## config.mk

```make
export PLATFORM = sky130hd
export DESIGN_NAME = bool_sweep_ctrl
export DESIGN_NICKNAME = d
export VERILOG_FILES = /design/src/rtl/bool_sweep_pkg.sv /design/src/rtl/bool_sweep_ctrl.sv
export SDC_FILE = /design/constraint.sdc
export NUM_CORES = 1
export LEC_CHECK = 0
export CORE_MARGIN = 2
export CORE_UTILIZATION = 45
export DETAILED_ROUTE_END_ITERATION = 7
export GPL_TIMING_DRIVEN = 1
export HOLD_SLACK_MARGIN = 0.15
export PLACE_DENSITY = 0.69
export SLEW_MARGIN = 0
export SYNTH_ARGS = -nofsm -noshare
export SYNTH_HDL_FRONTEND = slang
export SYNTH_SLANG_ARGS = --single-unit
```

## constraint.sdc

```tcl
create_clock -name clk -period 3.3 [get_ports clk]
set_input_delay 0.66 -clock clk [delete_from_list [all_inputs] [get_ports clk]]
set_output_delay 0.66 -clock clk [all_outputs]
set_load 0.01 [all_outputs]
```

## src/rtl/bool_sweep_pkg.sv

```systemverilog
// rtl/bool_sweep_pkg.sv - shared types and constants for the gate self-test sequencer
package bool_sweep_pkg;

    typedef enum logic [2:0] {
        S_IDLE,
        S_DRIVE,
        S_WAIT,
        S_SAMPLE,
        S_DONE
    } state_e;

    localparam int IDX_W = 3;
    localparam int CNT_W = 4;

    // Bit i is the expected d = ~((a|b)&c) for {a,b,c} = i
    localparam logic [7:0] EXPECT_DEFAULT = 8'h57;

endpackage

```

## src/rtl/bool_sweep_ctrl.sv

```systemverilog
// rtl/bool_sweep_ctrl.sv - sweeps all {a,b,c} vectors through a gate and scores its output
module bool_sweep_ctrl
    import bool_sweep_pkg::*;
#(
    parameter int         SETTLE_CYCLES = 2,
    parameter logic [7:0] EXPECT        = EXPECT_DEFAULT
) (
    input  logic             clk,
    input  logic             rst_n,
    input  logic             start,
    input  logic             d_in,
    output logic             a_out,
    output logic             b_out,
    output logic             c_out,
    output logic             busy,
    output logic             done,
    output logic             pass,
    output logic [CNT_W-1:0] err_cnt,
    output logic             err_valid,
    output logic [IDX_W-1:0] first_err_idx
);

    localparam logic [CNT_W-1:0] SETTLE_LAST =
        (SETTLE_CYCLES > 0) ? CNT_W'(SETTLE_CYCLES - 1) : '0;
    localparam logic [IDX_W-1:0] IDX_LAST = '1;

    state_e           state_q, state_d;
    logic [IDX_W-1:0] idx_q, idx_d;
    logic [CNT_W-1:0] settle_q, settle_d;
    logic [CNT_W-1:0] err_cnt_q, err_cnt_d;
    logic             err_valid_q, err_valid_d;
    logic [IDX_W-1:0] first_err_q, first_err_d;
    logic             pass_q, pass_d;

    always_ff @(posedge clk or negedge rst_n) begin
        if (!rst_n) begin
            state_q     <= S_IDLE;
            idx_q       <= '0;
            settle_q    <= '0;
            err_cnt_q   <= '0;
            err_valid_q <= 1'b0;
            first_err_q <= '0;
            pass_q      <= 1'b0;
        end else begin
            state_q     <= state_d;
            idx_q       <= idx_d;
            settle_q    <= settle_d;
            err_cnt_q   <= err_cnt_d;
            err_valid_q <= err_valid_d;
            first_err_q <= first_err_d;
            pass_q      <= pass_d;
        end
    end

    always_comb begin
        state_d     = state_q;
        idx_d       = idx_q;
        settle_d    = settle_q;
        err_cnt_d   = err_cnt_q;
        err_valid_d = err_valid_q;
        first_err_d = first_err_q;
        pass_d      = pass_q;

        case (state_q)
            S_IDLE: begin
                if (start) begin
                    state_d     = S_DRIVE;
                    idx_d       = '0;
                    err_cnt_d   = '0;
                    err_valid_d = 1'b0;
                    first_err_d = '0;
                    pass_d      = 1'b0;
                end
            end
            S_DRIVE: begin
                settle_d = '0;
                state_d  = (SETTLE_CYCLES > 0) ? S_WAIT : S_SAMPLE;
            end
            S_WAIT: begin
                if (settle_q == SETTLE_LAST) begin
                    state_d = S_SAMPLE;
                end else begin
                    settle_d = settle_q + 1'b1;
                end
            end
            S_SAMPLE: begin
                if (d_in != EXPECT[idx_q]) begin
                    err_cnt_d = err_cnt_q + 1'b1;
                    if (!err_valid_q) begin
                        first_err_d = idx_q;
                        err_valid_d = 1'b1;
                    end
                end
                // pass is resolved on entry to DONE so it is valid alongside the done pulse
                if (idx_q == IDX_LAST) begin
                    state_d = S_DONE;
                    pass_d  = (err_cnt_d == '0);
                end else begin
                    idx_d   = idx_q + 1'b1;
                    state_d = S_DRIVE;
                end
            end
            S_DONE: begin
                state_d = S_IDLE;
            end
            default: begin
                state_d = S_IDLE;
            end
        endcase
    end

    assign a_out         = idx_q[2];
    assign b_out         = idx_q[1];
    assign c_out         = idx_q[0];
    assign busy          = (state_q != S_IDLE);
    assign done          = (state_q == S_DONE);
    assign pass          = pass_q;
    assign err_cnt       = err_cnt_q;
    assign err_valid     = err_valid_q;
    assign first_err_idx = first_err_q;

endmodule

```

==> run_1/met1.png <==
Scale bar: 20 um.
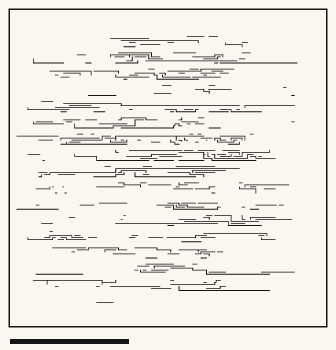
nets with wire on the layer: 116
wire length on this layer: 965 um
main direction: horizontal
share of all routed wire: 46%
longest straight run: 20.7 um

==> run_1/met2.png <==
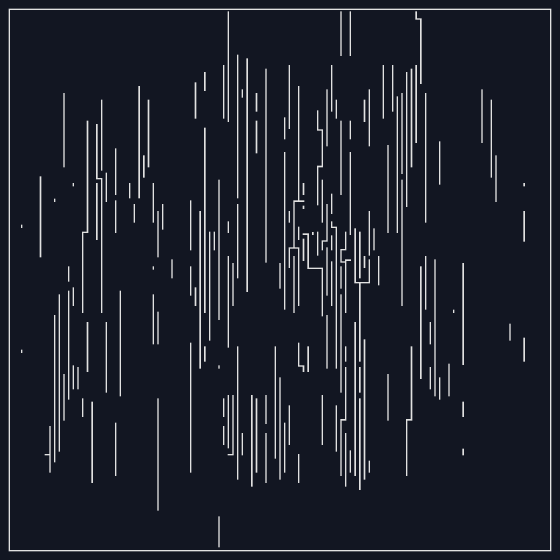
main direction: vertical
nets with wire on the layer: 111
share of all routed wire: 47%

==> run_1/met3.png <==
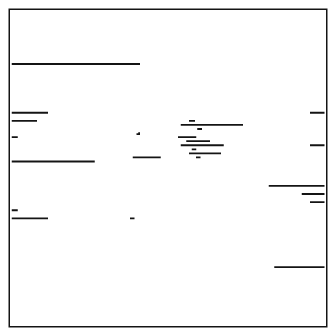
wire length on this layer: 114 um
longest straight run: 21.2 um
share of all routed wire: 5.4%
nets with wire on the layer: 21
main direction: horizontal

==> Slide: Implementation Results, run 1 <==
Physical Implementation Snapshot

Outcome
  • Status: completed

Logic synthesis
  • Number of synthesis warnings: 0
  • Yosys aoi share: 0.120
  • Simple share: 0.193
  • Mux share: 0.0895
  • Count of flip-flops with a built-in enable after synthesis: 0
  • Biggest area cells: dfrtp_1, ha_1, mux2i_1
  • Dominant combinational family: simple AND/OR/NAND/NOR gates
  • FA/HA/MAJ Cells, Area Fraction: 0.0698
  • Post-synth top area cell: dfrtp_1
  • Top-area cell share: 0.442
  • Xor+xnor area frac: 0.0477
  • Cell Type Count: 33
  • Chip area estimate from yosys synthesis: approximately 1100 um^2
  • Floorplan Nets: 115
  • Top cells by count: dfrtp_1, nor2_1, nand2_1
  • Synth top cell by count: dfrtp_1
  • Cell count after synthesis: ~110

STA
  • Worst Hold Slack: about 540 ps
  • Final Max Slew Viols: 0
  • Final worst path period share: 0.688
  • Final setup viols: 0
  • Min cycle time layout: between 2000 and 2500 ps
  • Worst slew pin tran: 824 ps
  • RSZ-0062 raised after global routing: no
  • Fmax achieved: roughly 440 MHz
  • Number of hold violations in the final report: 0

Placed design
  • Placed insts: 147
  • Port buffer count: 17
  • Post-Place Setup Slack: around 1000 ps
  • DPL Wire Length: around 1600 um
  • GP Congestion: ~0.78

Clock network
  • # clock sinks: 19
  • CTS tree: done
  • CTS root buf: clkbuf_4
  • Number of buffers created by CTS: 3
  • Bufs on Longest Clock Path: 2
  • Clk slew on worst S/H paths: 100 ps
  • Post-CTS setup buffers: 0
  • Post_cts resized: 0
  • Insertion Delay late pin: roughly 300 ps
  • Cts-stage hold buffer count: 0

Routing
  • Drt wl/cell: between 10 and 15 um
  • DRC viols: 0
  • DR vias/cell: between 5 and 6
  • TritonRoute pass-1 iters: 5
  • First DRT Iteration DRCs: 6
  • Routed wire length: about 2100 um

Pwr
  • Maximum VDD drop: roughly 0.43 mV
  • Clock network power share: 0.107
  • P_leak: between 0.5 and 0.6 nW
  • Clock Power: ~0.12 mW
  • Power Sequential: between 0.4 and 0.5 mW
  • Sequential Power Share: 0.399
  • Pwr/cell area: ~830 nW/um^2
  • Net Switching: ~0.44 mW
  • P_comb: about 0.53 mW
  • Largest power group: combinational cells
  • Internal power: 0.632 mW

Cells and area
  • Non-CTS buffers: 17
  • Clock-cell share of area: 0.0203
  • Max-area cell class: combinational gates
  • N_diodes: 0
  • Comb. cell area: roughly 560 um^2
  • Logic share of the area: 0.433
  • Flop count: 19
  • #MultiIn Comb: 76
  • Register area: roughly 480 um^2
  • Layout cell share with drive strength beyond 1: 0.0894
  • Post-route insts no fill: roughly 150
  • Nets: about 130
  • Flop share of the area: 0.368
  • Non-Clock Buffer Area Fraction: 0.132
  • Area grow syn2layout: 20.1%
  • Commonest Layout Cell: dfrtp_1

Run
  • Max Cap Viol: 0
  • Tool warnings: 28

Die
  • DIE WIDTH: ~53 um
  • I/O pins: 18
  • Core Box Area: ~2200 um^2
  • Total Die Area: between 2000 and 3000 um^2
  • DIE HEIGHT: between 50 and 60 um
  • FP Rows: 17

Global routing
  • Global-route wire length before repair: roughly 3500 um
  • Vias in the first global route: 805
  • Tot GR Track Use: 0.179
  • Initial antenna violation count: 0

Critical path
  • Worst path required time: 2640 ps
  • R2R Setup Slk: approximately 1400 ps
  • Worst Setup EP: done
  • CP max FO: 11
  • WS Path Type: flop to primary output
  • CP endpoint kind: primary output
  • Arrival @ worst endpoint: between 1500 and 2000 ps
  • Reg-to-reg startpoint: idx_q[0]$_DFFE_PN0P_
  • Worst r2r dst: err_cnt[2]$_DFFE_PN0P_
  • Startpoint type of the worst setup path: flop

Hold path
  • Min-delay src: first_err_idx[1]$_DFFE_PN0P_
  • Hold depth: 2
  • Hold/Removal Path Class: flop to flop
  • Hold Path Sink: first_err_idx[1]$_DFFE_PN0P_
## run 1: metrics by stage
step | util | area, um^2 | power, mW
finish | 0.579 | 1290 | 1.08
global placement | 0.567 | 1270 | 0.940
floorplan | - | 1080 | 0.770
global route | 0.579 | 1290 | 1.17
detailed placement | 0.567 | 1270 | 0.965
CTS | 0.579 | 1290 | 1.09
## run 1: per-layer routing
metal	track usage	share of wire	wire (um)	vias to the layer above
met1	0.228	0.46	964	379
met3	0.0395	0.054	113	8
met5	0	0	0	-
met4	0.0769	0.015	31	0
li1	-	-	-	400
met2	0.292	0.47	989	29
## run 1: worst max-delay path, stage by stage (launching register included)
cell and delay, ps:
dfrtp_1 510, nor3b_1 250, clkdlybuf4s50_1 560
==> run_1/final_congestion.png <==
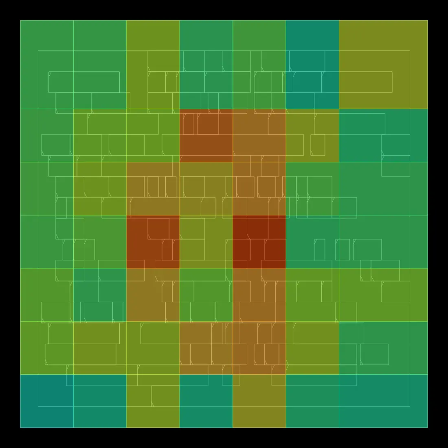

--- run 2 (diff from run 1) ---
- clock period: 3.3 -> 2.3 ns (I/O delays scaled with it)
==> run_2/final_congestion.png <==
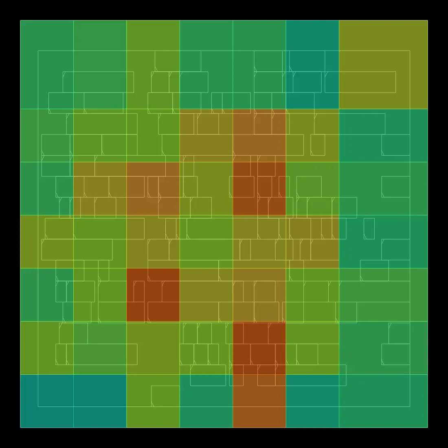
Final Util: 0.583
met3 usage: 0.0621

==> run_2/port_nets.png <==
Scale bar: 20 um.
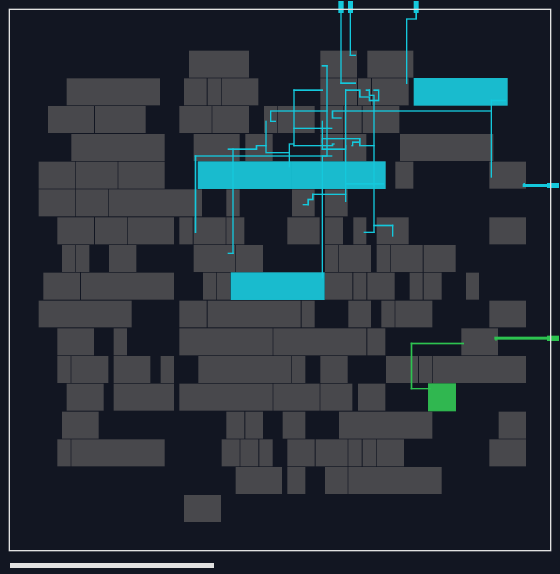
legend:
  green:
    port: done
    direction: output
    edge: east
    end_cells: 1
    buffers: 1
    wire: 16.4 um
  cyan:
    port: err_cnt
    direction: output
    edge: 3 north, 1 east
    end_cells: 4
    buffers: 4
    wire: 194 um

==> run 2 against run 1 <==
Against the previous run:
- combinational power is 43% higher
- die area stayed put
- non-clock buffer count is 1 higher
- cell count is 0.66% higher
- critical path depth stayed put
- synthesized area stayed put
- register-to-register slack worse by 1000 ps
- clock power is 53% higher
- critical path type unchanged
- highest routed layer unchanged
- clock skew is 3.8 ps lower
==> Slide: Implementation Results, run 2 <==
Physical Implementation Snapshot

Outcome
  • Status: completed

Clock network
  • Post_cts resized: 0
  • Clk slew on worst S/H paths: ~110 ps
  • Cts-stage hold buffer count: 0
  • CTS tree: done
  • Bufs on Longest Clock Path: 2
  • H-tree depth: 1
  • # clock sinks: 19
  • Insertion Delay late pin: 310 ps
  • CTS root buf: clkbuf_4
  • Post-CTS setup buffers: 0
  • Number of buffers created by CTS: 3

Pwr
  • P_comb: approximately 0.76 mW
  • Largest power group: combinational cells
  • Internal power: roughly 0.9 mW
  • P_leak: 0.590 nW
  • Pwr/cell area: about 1200 nW/um^2
  • Total chip power: roughly 1.5 mW
  • Clock Power: approximately 0.18 mW
  • Clock network power share: 0.114
  • Logic pwr share: 0.491
  • Power Sequential: between 0.6 and 0.7 mW
  • Sw Share: 0.417
  • Net Switching: 0.646 mW
  • Sequential Power Share: 0.395
  • Maximum VDD drop: about 0.83 mV

Routing
  • DR vias/cell: about 5.3
  • Antenna Nets Post-Route: 0
  • Routed wire length: 2070 um
  • First DRT Iteration DRCs: 15
  • Drt wl/cell: 13.6 um
  • Via count: just over 800
  • TritonRoute pass-1 iters: 4
  • DRC viols: 0

Logic synthesis
  • Yosys aoi share: 0.120
  • Top cells by count: dfrtp_1, nor2_1, nand2_1
  • Xor+xnor area frac: 0.0477
  • Syn Area/Cell: between 10 and 15 um^2
  • Floorplan Nets: around 120
  • FF+latch count, synth: 19
  • Cell Type Count: 33
  • Dominant combinational family: simple AND/OR/NAND/NOR gates
  • Synth top cell by count: dfrtp_1
  • Number of synthesis warnings: 0
  • Sequential area share after synthesis: 0.442
  • Synth async-reset ratio: 1.00
  • Mux share: 0.0895
  • Top-area cell share: 0.442
  • FA/HA/MAJ Cells, Area Fraction: 0.0698
  • Post-synth top area cell: dfrtp_1
  • Simple share: 0.193
  • Number of cells in Yosys stat: roughly 110
  • Chip area estimate from yosys synthesis: 1080 um^2
  • Biggest area cells: dfrtp_1, ha_1, mux2i_1
  • Cell count after synthesis: 105
  • Synth Cell Area: between 1000 and 1500 um^2
  • Count of flip-flops with a built-in enable after synthesis: 0
  • Main flop type: dfrtp_1

Critical path
  • CP endpoint kind: primary output
  • Startpoint type of the worst setup path: flop
  • CP max FO: 11
  • Worst r2r dst: err_cnt[2]$_DFFE_PN0P_
  • WP depth: 2
  • Worst path required time: 1840 ps
  • R2R Setup Slk: around 430 ps
  • Slowest-stage cell, CP: clkdlybuf4s50_1
  • Reg-to-reg startpoint: idx_q[0]$_DFFE_PN0P_
  • CP cell instances: nor3b_1, clkdlybuf4s50_1
  • Arrival @ worst endpoint: about 1600 ps
  • Worst setup startpoint: state_q[0]$_DFFE_PN0P_
  • CP bufs+invs: 1
  • WS Path Type: flop to primary output
  • Cell family with most CP delay: buffers and inverters
  • Worst Setup EP: done
  • Largest stage delay, worst path: approximately 570 ps

Global routing
  • Global-route wire length before repair: 3640 um
  • Vias in the first global route: ~830
  • Initial antenna violation count: 0
  • Tot GR Track Use: 0.182
  • Total grt overflow: 0
  • Largest net degree at the start of global routing: 20

Die
  • Core Box Area: between 2000 and 2500 um^2
  • FP Rows: 17
  • DIE WIDTH: around 53 um
  • Total Die Area: approximately 2800 um^2
  • DIE HEIGHT: ~53 um
  • I/O pins: 18
  • Initial Util: 0.482

STA
  • Worst Hold Slack: 473 ps
  • Final Max Slew Viols: 0
  • Worst slew pin tran: 352 ps
  • Final setup viols: 0
  • Relative slew slack: 0.759
  • Number of hold violations in the final report: 0
  • Setup TNS: 0 ps
  • Final worst setup slack: around 210 ps
  • RSZ-0062 raised after global routing: no
  • Final worst path period share: 0.908
  • Fmax achieved: around 480 MHz
  • Min cycle time layout: about 2100 ps

Cells and area
  • Commonest Layout Cell: dfrtp_1
  • N_diodes: 0
  • Nets: between 100 and 150
  • Area grow syn2layout: 20.9%
  • Layout cell share with drive strength beyond 1: 0.105
  • Most frequent logic cells in the routed design: dfrtp_1, clkdlybuf4s50_1, nor2_1, nand2_1, inv_1

Placed design
  • DPL Wire Length: between 1500 and 2000 um
  • Port buffer count: 17
  • GP Congestion: roughly 0.77
  • Post-Place Setup Slack: approximately 250 ps

Run
  • Tool warnings: 28
  • Max Cap Viol: 0

Hold path
  • Hold/Removal Path Class: input port to asynchronous set/reset pin
==> run 2: cell count changes in the layout (fill, tap and decap cells not counted), sizes merged <==
cell    change
clkinv      +1
buf         +1
clkbuf      -1
==> run 2: final cells by class <==
type | count | area [um^2]
fillers | 196 | 932
multi-input cells | 76 | 559
flip-flops and latches | 19 | 475
repair buffers | 18 | 178
well taps | 28 | 35.0
inverters | 7 | 26.3
clock buffers | 3 | 22.5
clock inverters | 1 | 5.00
==> run 2: layer usage <==
metal  track usage  up-vias  routed length, um
li1              -      402                  -
met1         0.235      392                978
met2         0.296       17                978
met3        0.0621        2                 96
met4        0.0385        0                 14
met5             0        -                  0
==> run 2: stage by stage <==
step                area [um^2]  std cells
floorplan                  1080        105
global placement           1270        148
detailed placement         1270        148
CTS                        1300        152
global route               1300        152
finish                     1300        152
No activity file was given, so power comes from the tool's default toggle rates.
